Signal metal coverage by tile:
Scale bar: 20 µm. 21 x 21 tiles, from dark blue (low) to red (high), scaled to the fullest tile. Values are wire area over tile area, all layers added.
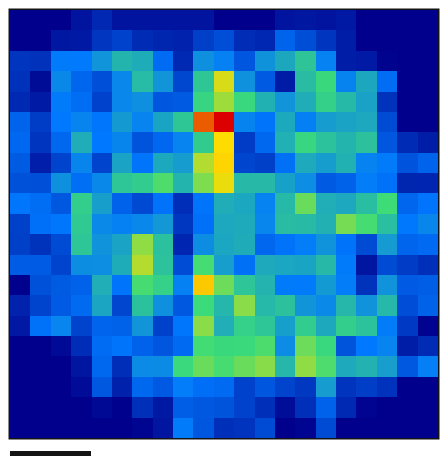
Metal layers overlaid:
Scale bar: 20 µm.
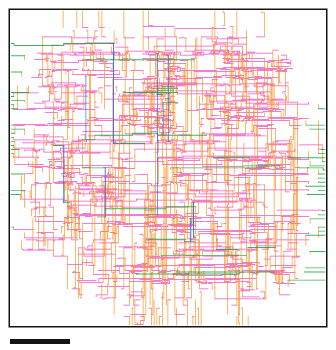
Sequential cells coloured by netlist name:
Scale bar: 20 µm. Other sequential cells in the stronger grey, the rest of the logic in the fainter grey.
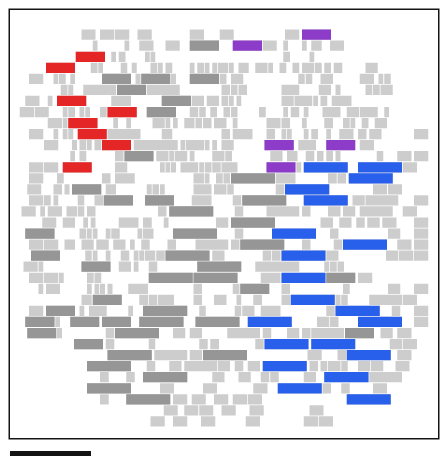
Track usage over the die:
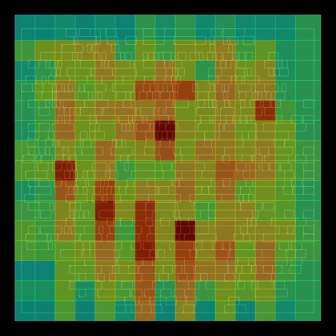
### src/rtl/pacman_pkg.sv
// Shared maze-game types: movement directions, wall sprite code and mover FSM states.
package pacman_pkg;

  typedef enum logic [1:0] {
    DIR_UP    = 2'b00,
    DIR_DOWN  = 2'b01,
    DIR_LEFT  = 2'b10,
    DIR_RIGHT = 2'b11
  } dir_t;

  localparam logic [2:0] WALL_CODE_DEFAULT = 3'd1;

  typedef enum logic [2:0] {
    ST_IDLE,
    ST_ISSUE,
    ST_WAIT,
    ST_COMMIT,
    ST_CHECK
  } mover_state_t;

endpackage

### src/rtl/tile_stepper.sv
// One-tile step of a character in a direction, wrapping toroidally at the map edges.
// Purely combinational; a disabled move returns the current tile.
module tile_stepper
  import pacman_pkg::*;
#(
  parameter int MAP_W   = 20,
  parameter int MAP_H   = 15,
  parameter int COORD_W = 5
) (
  input  logic [COORD_W-1:0] x,
  input  logic [COORD_W-1:0] y,
  input  logic [1:0]         dir,
  input  logic               move_en,
  output logic [COORD_W-1:0] tx,
  output logic [COORD_W-1:0] ty
);

  localparam logic [COORD_W-1:0] X_MAX = COORD_W'(MAP_W - 1);
  localparam logic [COORD_W-1:0] Y_MAX = COORD_W'(MAP_H - 1);

  always_comb begin
    tx = x;
    ty = y;
    if (move_en) begin
      case (dir_t'(dir))
        DIR_UP:    ty = (y == '0)    ? Y_MAX : y - 1'b1;
        DIR_DOWN:  ty = (y == Y_MAX) ? '0    : y + 1'b1;
        DIR_LEFT:  tx = (x == '0)    ? X_MAX : x - 1'b1;
        DIR_RIGHT: tx = (x == X_MAX) ? '0    : x + 1'b1;
        default: ;
      endcase
    end
  end

endmodule

### src/rtl/character_mover.sv
// Steps every character one tile per tick, consulting the map for walls one character at a time.
// Tick-to-done is 2 + NUM_CHARS*(3 + map wait) cycles; the map may stall WAIT indefinitely.
module character_mover
  import pacman_pkg::*;
#(
  parameter int                           NUM_CHARS = 4,
  parameter int                           COORD_W   = 5,
  parameter int                           MAP_W     = 20,
  parameter int                           MAP_H     = 15,
  parameter logic [2:0]                   WALL_CODE = WALL_CODE_DEFAULT,
  parameter logic [NUM_CHARS*COORD_W-1:0] INIT_X    = '0,
  parameter logic [NUM_CHARS*COORD_W-1:0] INIT_Y    = '0
) (
  input  logic                           clock_50,
  input  logic                           reset,
  input  logic                           en,
  input  logic                           tick,
  input  logic [2*NUM_CHARS-1:0]         dir_in,
  input  logic [NUM_CHARS-1:0]           move_en,
  output logic [COORD_W-1:0]             map_x,
  output logic [COORD_W-1:0]             map_y,
  output logic                           map_rd_req,
  input  logic                           map_rd_valid,
  input  logic [2:0]                     sprite_data,
  output logic [NUM_CHARS*COORD_W-1:0]   char_x,
  output logic [NUM_CHARS*COORD_W-1:0]   char_y,
  output logic                           busy,
  output logic                           done,
  output logic [NUM_CHARS-1:0]           collision,
  output logic                           overrun
);

  localparam int              IDX_W    = (NUM_CHARS > 1) ? $clog2(NUM_CHARS) : 1;
  localparam logic [IDX_W-1:0] LAST_IDX = IDX_W'(NUM_CHARS - 1);

  mover_state_t           r_state, w_next;
  logic [IDX_W-1:0]       r_idx;
  logic [2*NUM_CHARS-1:0] r_dir;
  logic [NUM_CHARS-1:0]   r_move_en;
  logic [COORD_W-1:0]     r_pos_x [NUM_CHARS];
  logic [COORD_W-1:0]     r_pos_y [NUM_CHARS];
  logic [COORD_W-1:0]     r_map_x, r_map_y;
  logic [2:0]             r_sprite;
  logic                   r_done, r_overrun;
  logic [NUM_CHARS-1:0]   r_coll;

  logic [COORD_W-1:0]     w_tx, w_ty;
  logic [1:0]             w_dir;
  logic                   w_busy, w_start;

  assign w_busy  = (r_state != ST_IDLE);
  assign w_start = (r_state == ST_IDLE) && tick && en;
  assign w_dir   = r_dir[{r_idx, 1'b0} +: 2];

  tile_stepper #(
    .MAP_W  (MAP_W),
    .MAP_H  (MAP_H),
    .COORD_W(COORD_W)
  ) u_stepper (
    .x      (r_pos_x[r_idx]),
    .y      (r_pos_y[r_idx]),
    .dir    (w_dir),
    .move_en(r_move_en[r_idx]),
    .tx     (w_tx),
    .ty     (w_ty)
  );

  always_ff @(posedge clock_50) begin
    if (reset) r_state <= ST_IDLE;
    else       r_state <= w_next;
  end

  always_comb begin
    w_next = r_state;
    case (r_state)
      ST_IDLE:   if (w_start) w_next = ST_ISSUE;
      ST_ISSUE:  w_next = ST_WAIT;
      ST_WAIT:   if (map_rd_valid) w_next = ST_COMMIT;
      ST_COMMIT: w_next = (r_idx == LAST_IDX) ? ST_CHECK : ST_ISSUE;
      ST_CHECK:  w_next = ST_IDLE;
      default:   w_next = ST_IDLE;
    endcase
  end

  always_ff @(posedge clock_50) begin
    if (reset) begin
      r_idx     <= '0;
      r_dir     <= '0;
      r_move_en <= '0;
      r_map_x   <= '0;
      r_map_y   <= '0;
      r_sprite  <= '0;
      r_done    <= 1'b0;
      r_overrun <= 1'b0;
      r_coll    <= '0;
      for (int i = 0; i < NUM_CHARS; i++) begin
        r_pos_x[i] <= INIT_X[i*COORD_W +: COORD_W];
        r_pos_y[i] <= INIT_Y[i*COORD_W +: COORD_W];
      end
    end else begin
      r_done <= 1'b0;
      if (tick && w_busy) r_overrun <= 1'b1;
      case (r_state)
        ST_IDLE: begin
          if (w_start) begin
            r_dir     <= dir_in;
            r_move_en <= move_en;
            r_idx     <= '0;
          end
        end
        // The held address doubles as the committed target.
        ST_ISSUE: begin
          r_map_x <= w_tx;
          r_map_y <= w_ty;
        end
        ST_WAIT: begin
          if (map_rd_valid) r_sprite <= sprite_data;
        end
        ST_COMMIT: begin
          if (r_sprite != WALL_CODE) begin
            r_pos_x[r_idx] <= r_map_x;
            r_pos_y[r_idx] <= r_map_y;
          end
          if (r_idx != LAST_IDX) r_idx <= r_idx + 1'b1;
        end
        ST_CHECK: begin
          r_done <= 1'b1;
          for (int i = 0; i < NUM_CHARS; i++) begin
            r_coll[i] <= (i != 0) && (r_pos_x[i] == r_pos_x[0]) && (r_pos_y[i] == r_pos_y[0]);
          end
        end
        default: ;
      endcase
    end
  end

  // Address is live from the stepper during ISSUE so a one-cycle map can answer in WAIT.
  assign map_x      = (r_state == ST_ISSUE) ? w_tx : r_map_x;
  assign map_y      = (r_state == ST_ISSUE) ? w_ty : r_map_y;
  assign map_rd_req = (r_state == ST_ISSUE);
  assign busy       = w_busy;
  assign done       = r_done;
  assign collision  = r_coll;
  assign overrun    = r_overrun;

  for (genvar g = 0; g < NUM_CHARS; g++) begin : g_pos
    assign char_x[g*COORD_W +: COORD_W] = r_pos_x[g];
    assign char_y[g*COORD_W +: COORD_W] = r_pos_y[g];
  end

endmodule

### config.mk
export PLATFORM = sky130hd
export DESIGN_NAME = character_mover
export DESIGN_NICKNAME = d
export VERILOG_FILES = /design/src/rtl/pacman_pkg.sv /design/src/rtl/tile_stepper.sv /design/src/rtl/character_mover.sv
export SDC_FILE = /design/constraint.sdc
export NUM_CORES = 1
export LEC_CHECK = 0
export CORE_MARGIN = 2
export CORE_UTILIZATION = 40
export DETAILED_ROUTE_END_ITERATION = 7
export GPL_TIMING_DRIVEN = 0
export HOLD_SLACK_MARGIN = 0.03
export SYNTH_ARGS = -nofsm -noshare
export SYNTH_HDL_FRONTEND = slang
export SYNTH_SLANG_ARGS = --single-unit
### constraint.sdc
create_clock -name clock_50 -period 4.86 [get_ports clock_50]
set_clock_uncertainty 0.2 [all_clocks]
set_input_delay 0.972 -clock clock_50 [delete_from_list [all_inputs] [get_ports clock_50]]
set_output_delay 0.972 -clock clock_50 [all_outputs]
set_load 0.01 [all_outputs]
==> ci_impl_report.md <==
## PnR job results

| Metric | Value |
|---|---|
| Status | `complete, no violations` |
| Core area | `9860 µm²` |
| Initial antenna violation count | `0` |
| Layout Cells excl Fill | `between 600 and 700` |
| Psw | `approximately 550 µW` |
| Post-synthesis sequential area ratio | `0.473` |
| Setup Fix Bufs, Post-CTS | `0` |
| Post-route worst setup slack | `between 0.3 and 0.4 ns` |
| Clock share of power | `0.301` |
| Number of core rows | `36` |
| Final antenna-violating net count | `0` |
| Max Fclk | `0.222 GHz` |
| Crit path kind | `reg -> out` |
| Tool warnings | `30` |
| Final setup TNS | `0 ns` |
| Final Max Slew Viols | `0` |
| Chip Area | `11,100 µm²` |
| IO Port Bufs | `between 70 and 80` |
| Max-area cell share | `0.292` |
| Die span in y | `between 100 and 150 µm` |
| Combinational share of power | `0.257` |
| Crit path max-delay cell type | `mux4_2` |
| CTS root buffer | `clkbuf_8` |
| Ys Warns | `0` |
| CTS H-tree depth | `3` |
| CP Cell Sequence | `buf_6 > mux4_2 > inv_1 > ha_1 > or4b_4 > nand2_1 > o22ai_1 > a211oi_2 > a211oi_1 > clkdlybuf4s50_1` |
| Fin. Hold Viols | `0` |
| Most frequent cells in the layout | `clkdlybuf4s50_1 (76), and2_1 (40), edfxtp_1 (40)` |
| Fin area | `5260 µm²` |
| Share of cells above drive strength 1 | `0.0955` |
| Worst skew pair latency | `0.36 ns` |
| Final setup violation count | `0` |
| P_int | `between 1000 and 1500 µW` |
| Area leader, netlist | `edfxtp_1` |
| Yosys cell count | `roughly 400` |
| Period minus WS final | `~4.5 ns` |
| Net Count, Synth | `about 430` |
| Worst-path clk slew | `~0.08 ns` |
| Cycle use final | `0.928` |
| Residual DRC | `0` |
| Seq pwr share | `0.442` |
| Fp_density | `0.417` |
| Number of enable flip-flop cells | `around 40` |
| Library cells used by synthesis | `between 50 and 60` |
| Largest net degree at the start of global routing | `15` |
| Chip Area, Yosys | `approximately 4100 µm²` |
| CTS resizes | `0` |
| Number of synthesized register bits | `just under 80` |
| Asr flop ratio synth | `0` |
| Peak VDD IR | `around 240 µV` |
| Synth-to-Final Area Change | `28.0%` |
| Post-DP HPWL | `~8000 µm` |
| Power density cells | `342 nW/µm²` |
| RSZ-0062 raised after global routing | `no` |
| Routed vias/inst | `about 5.3` |
| Dpl ws | `between 0.7 and 0.8 ns` |
| GPL Wtd Cong | `approximately 0.82` |
| Die width | `roughly 110 µm` |
| First-pass GRT wire length | `between 15,000 and 20,000 µm` |
| Hold Path Class | `reg -> reg` |
| CP delay by family, top | `buffers and inverters` |
| Worst setup SP type | `register` |
| Hold-fix buffers, CTS | `0` |
| Number of top-level pins | `between 70 and 80` |
| CTS tree | `done` |
| CP Buf/Inv Count | `3` |
| Cells after Synth | `approximately 400` |
| Top cell excl fill/tap | `clkdlybuf4s50_1` |
| Total leakage power | `~0.0019 µW` |
About 'signal metal coverage by tile':
- fullest tile: 0.64
- tiles over half the peak: 7.0%
- mean over tiles: 0.15
- emptiest ninth of the die: bottom left
All-Layer GR Usage: 0.199
final wirelength: 10,700 µm
Routed wire per std cell: 17.2 µm
vias post-DR: 3,313

About 'metal layers overlaid':
- met1: magenta (wire length 4,770 µm)
- met4: blue (wire length 202 µm)
- met2: orange (wire length 5,210 µm)
- met3: green (wire length 565 µm)

About 'sequential cells coloured by netlist name':
- r_pos_x: blue (placed flops 20)
- r_dir: red (placed flops 8; where top left)
- r_map_x: purple (placed flops 5)
Final Util: 0.533
flip-flop and latch area: 1940 µm²
Seq/total area: 0.369

About 'track usage over the die':
met2 GRT Util: 0.325
GR peak layer: met2
GR Util met1: 0.271

[worst min-delay path, stage by stage (launching register included)]
cell	delay, ns
dfxtp_1	0.31
nand2_1	0.05
a21oi_1	0.05
[registers in the layout, summed over array words and instances, names as in the netlist, named ones only]
signal / cells
r_dir: 8
r_pos_y: 20
r_move_en: 4
r_idx: 2
r_map_y: 5
collision: 3
r_state: 3
r_map_x: 5
r_pos_x: 20
done: 1
overrun: 1
r_sprite: 3
[cell type report]
type                            count  area (µm²)
Clock inverter                      6        95.1
Inverter                           11        41.3
Multi-Input combinational cell    290        2030
Sequential cell                    77        1940
Fill cell                         920        4610
Timing Repair Buffer               76         761
Buffer                             22        98.8
Clock buffer                       10         128
Tap cell                          133         166
[metrics by stage]
step / hold slack (ns) / total power, µW / util
6_report: 0.257 / 1800 / 0.533
2_1_floorplan: 0.233 / 1050 / -
3_5_place_dp: 0.246 / 1270 / 0.511
3_3_place_gp: 0.242 / 1270 / 0.511
4_1_cts: 0.257 / 1810 / 0.533
5_1_grt: 0.270 / 1900 / 0.533
[worst paths after layout]
kind	start	endpoint	slack [ns]	depth (start not counted)
setup / recovery	register	map_x[3]	0.35	10
hold / removal	r_dir[2]$_SDFFE_PP0P_	r_dir[2]$_SDFFE_PP0P_	0.26	2
setup reg to reg	register	r_map_x[3]$_SDFF_PP0_	2.06	9
hold reg to reg	r_dir[2]$_SDFFE_PP0P_	r_dir[2]$_SDFFE_PP0P_	0.26	2
[cells in the mapped netlist (2+ instances only)]
library cell and count:
xnor2_1 22, dfxtp_1 37, nor4_1 4, and2_1 40
a211oi_1 6, mux2i_1 4, o22ai_1 4, buf_2 3
a31o_2 3, nor3b_1 3, o21ai_0 10, or2_2 4
mux4_2 13, or3_1 2, nand2_1 37, inv_1 10
a21oi_1 27, edfxtp_1 40, nor2_1 29, nand4_1 3
and3_1 2, clkbuf_1 16, nor2b_1 4, ha_1 7
a2111oi_0 2, nand3_1 9, xor2_1 15, nor3_1 12
nand2b_1 3
[cell families (layout without fill, tap and decap cells)]
kind of cell / count (synthesis) / after routing / share of synthesized area
AOI/OAI and AO/OA: 67 / 67 / 0.105
xor gates and xnor gates: 37 / 37 / 0.0789
adders and majority gates: 7 / 7 / 0.0213
buffers and inverters: 33 / 125 / 0.0341
DFF: 77 / 77 / 0.473
muxes: 18 / 18 / 0.0837
other: 1 / 1 / 0.000913
and+or+nand+nor: 160 / 160 / 0.203
[power by group through the flow]
| stage | registers [µW] | clock network, µW | logic, µW |
|---|---|---|---|
| after floorplan | 793 | 0 | 262 |
| after global placement | 810 | 0 | 459 |
| after detailed placement | 812 | 0 | 463 |
| after CTS | 796 | 551 | 466 |
| after global routing | 804 | 581 | 512 |
| final | 795 | 542 | 464 |
[routing by layer]
| layer | global-route usage | wire length (µm) |
|---|---|---|
| met2 | 0.325 | 5210 |
| met5 | 0 | 0 |
| met3 | 0.0346 | 564 |
| met1 | 0.271 | 4770 |
| met4 | 0.0610 | 201 |
No activity file was given, so power comes from the tool's default toggle rates.
